Figure 1. A small window of the routed layout.
The bar under the picture is 5 um long. Region (81, 57) to (101, 77) um. Cells in grey, sequential cells in the stronger grey; small squares are vias.
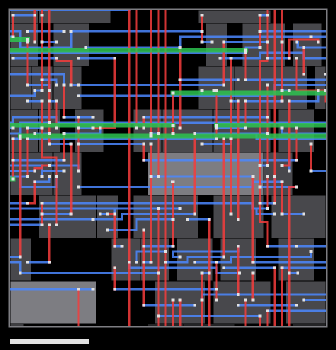
Figure 2. Selected gate families.
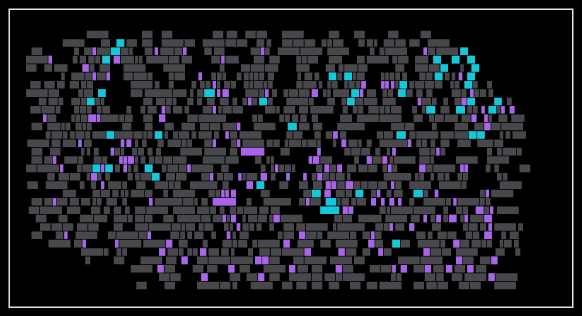
Design accum_round_sat, sky130hd; sources not shown.
==> flow_metrics.env <==
# source this file to load flow results
export IMPL_status="complete, no violations"
export IMPL_syn_inst=958
export IMPL_crit_type="primary input to flip-flop"
export IMPL_drive_above_1_share_pct=4.70
export IMPL_place_gp_congestion=0.975
export IMPL_clk_path_buf_depth=2
export IMPL_cts_hold_fix_buffers=0
export IMPL_grt_pass1_vias=6657
export IMPL_drt_pass1_iter_count=5
export IMPL_drc=0
export IMPL_antenna_found_initial=0
export IMPL_synthArstFlopShare_pct=0
export IMPL_grt_ovfl_total=0
export IMPL_grt_usage_pct=22.8
export IMPL_most_common_cell="a21oi_1"
export IMPL_die_w_um=183
export IMPL_syn_avg_cell_area_um2=7.79
export IMPL_cts_resized=0
export IMPL_required_ns=8.27
export IMPL_synth_flops=84
export IMPL_warning_count=26
export IMPL_logic_area_um2=5510
export IMPL_dieArea_um2=17600
export IMPL_hold_path_class="flip-flop to flip-flop"
export IMPL_routed_wl_um=20100
export IMPL_maxCapViolCount=0
export IMPL_whs_path_depth=2
export IMPL_end_kind="flip-flop"
export IMPL_fp_dieH_um=96.4
export IMPL_p_leak_nw=3.19
export IMPL_critical_path_max_fanout=3
export IMPL_period_used_pct=68.9
export IMPL_yosysSeqAreaShare_pct=22.5
export IMPL_fp_utilization_pct=51.3
export IMPL_ys_types=71
export IMPL_htree_levels=3
export IMPL_numPortBuffers=69
export IMPL_fin_nets=1098
export IMPL_ys_warn_count=6
export IMPL_ys_cells=958
export IMPL_synth_main_ff_cell="dfxtp_1"
export IMPL_antenna_left=0
export IMPL_synth_cell_area_um2=7460
export IMPL_fill_cells=1344
export IMPL_cp_start_kind="primary input"
export IMPL_syn_num_nets=1060
export IMPL_worstPathArrival_ns=5.76
export IMPL_viasPerCell=6.10
export IMPL_worst_slew_pin_slew_ns=0.961
export IMPL_row_count=31
export IMPL_syn_to_final_growth_pct=14.4
export IMPL_largest_reg_flops=48
export IMPL_clk_pin_slew_worst_paths_ns=0.07
export IMPL_core_um2=14500
export IMPL_top_area_share_pct=22.5
export IMPL_cts_sinks=84
export IMPL_slew_viol_final=0
export IMPL_post_place_ws_ns=2.20
export IMPL_reg2regPathDepth=11
export IMPL_finalSetupTns_ns=0
export IMPL_yosys_area_top_type="dfxtp_1"
export IMPL_place_hpwl_um=15100
export IMPL_r2r_slack_ns=4.45
export IMPL_wire_per_inst_um=16.8
export IMPL_cts_tree="yes"
Back to the opening pictures, Figure 1:
layer	colour
metal 1	blue
metal 3	green
metal 2	red
sequential cells in the window	2
most frequent	a21oi_1 (5), o21ai_0 (4), nand2_1 (3)
cells with their middle in the window	35

Back to the opening pictures, Figure 2:
family	colour	cells
nor cells	purple	153
non-inverting ao/oa cells	cyan	44
multi-input combinational area share: 64.5%
Finished Layout Cells: 1199
most frequent logic cell in the layout: a21oi_1

[kinds of logic after synthesis]
kind of cell	count (synthesis)	share of synthesized area, %
AND/OR/NAND/NOR	317	22.4
AND-OR/OR-AND	289	24.1
XOR/XNOR	88	10.3
flip-flops	84	22.5
buffers and inverters	67	3.66
multiplexers	63	8.48
adder cells (fa/ha/maj)	50	8.48
[critical path, cell delays in order]
cell	delay [ns]
clkdlybuf4s50_1	0.48
ha_1	0.20
inv_1	0.07
fa_1	0.40
nor2b_1	0.18
o2111ai_1	0.17
a21oi_1	0.25
o211ai_1	0.16
a311oi_1	0.44
o21ai_1	0.23
a21oi_1	0.31
xor2_1	0.19
mux2i_1	0.09
a21oi_1	0.16
[metrics by stage]
stage / utilization [%] / area, um2 / power, mW / hold WS [ns] / cells
final: 58.7 / 8540 / 1.16 / 0.442 / 1199
after global routing: 58.7 / 8540 / 1.22 / 0.479 / 1199
after CTS: 58.6 / 8520 / 1.16 / 0.446 / 1198
after detailed placement: 56.6 / 8230 / 0.748 / 0.434 / 1182
after global placement: 56.6 / 8230 / 0.743 / 0.426 / 1182
after floorplan: - / 7460 / 0.664 / 0.417 / 958
[power breakdown]
group,internal (mW),switching [mW]
Combinational,0.127,0.162
Clock,0.217,0.198
Sequential,0.430,0.0245
[placed cells by master, fill, tap and decap left out, drive strengths merged, types with 3 or more instances in the layout]
master	instances
a21oi	91
o21ai	89
dfxtp	84
nor2	82
clkdlybuf4s50	68
mux2i	61
nand2	57
ha	49
xor2	45
xnor2	43
nand4	33
nand3	33
nor2b	32
a211oi	27
a21o	25
inv	24
nor3	23
a31oi	10
and3	10
nor4	10
o21a	9
clkbuf	9
o21bai	7
buf	7
nand2b	6
nor3b	6
and2	5
and4	5
or2	4
o221ai	3
nand3b	3
o211ai	3
o31ai	3
o31a	3
[per-layer routing]
layer	vias to the layer above	GRT usage, %	wire, um
met2	217	37.3	8940
li1	3593	-	-
met5	-	0	0
met3	21	3.93	1220
met1	3478	31.6	9720
met4	0	5.18	213
[final cells by class]
| class | instances | share of cell area (%) |
|---|---|---|
| tap | 198 | 2.90 |
| clock buffer | 9 | 2.64 |
| sequential | 84 | 19.7 |
| inverter | 19 | 0.835 |
| multi-input combinational | 807 | 64.5 |
| clock inverter | 7 | 0.747 |
| timing repair buffer | 75 | 8.65 |
Power figures rest on the tool's default switching activity, not on a simulated workload.
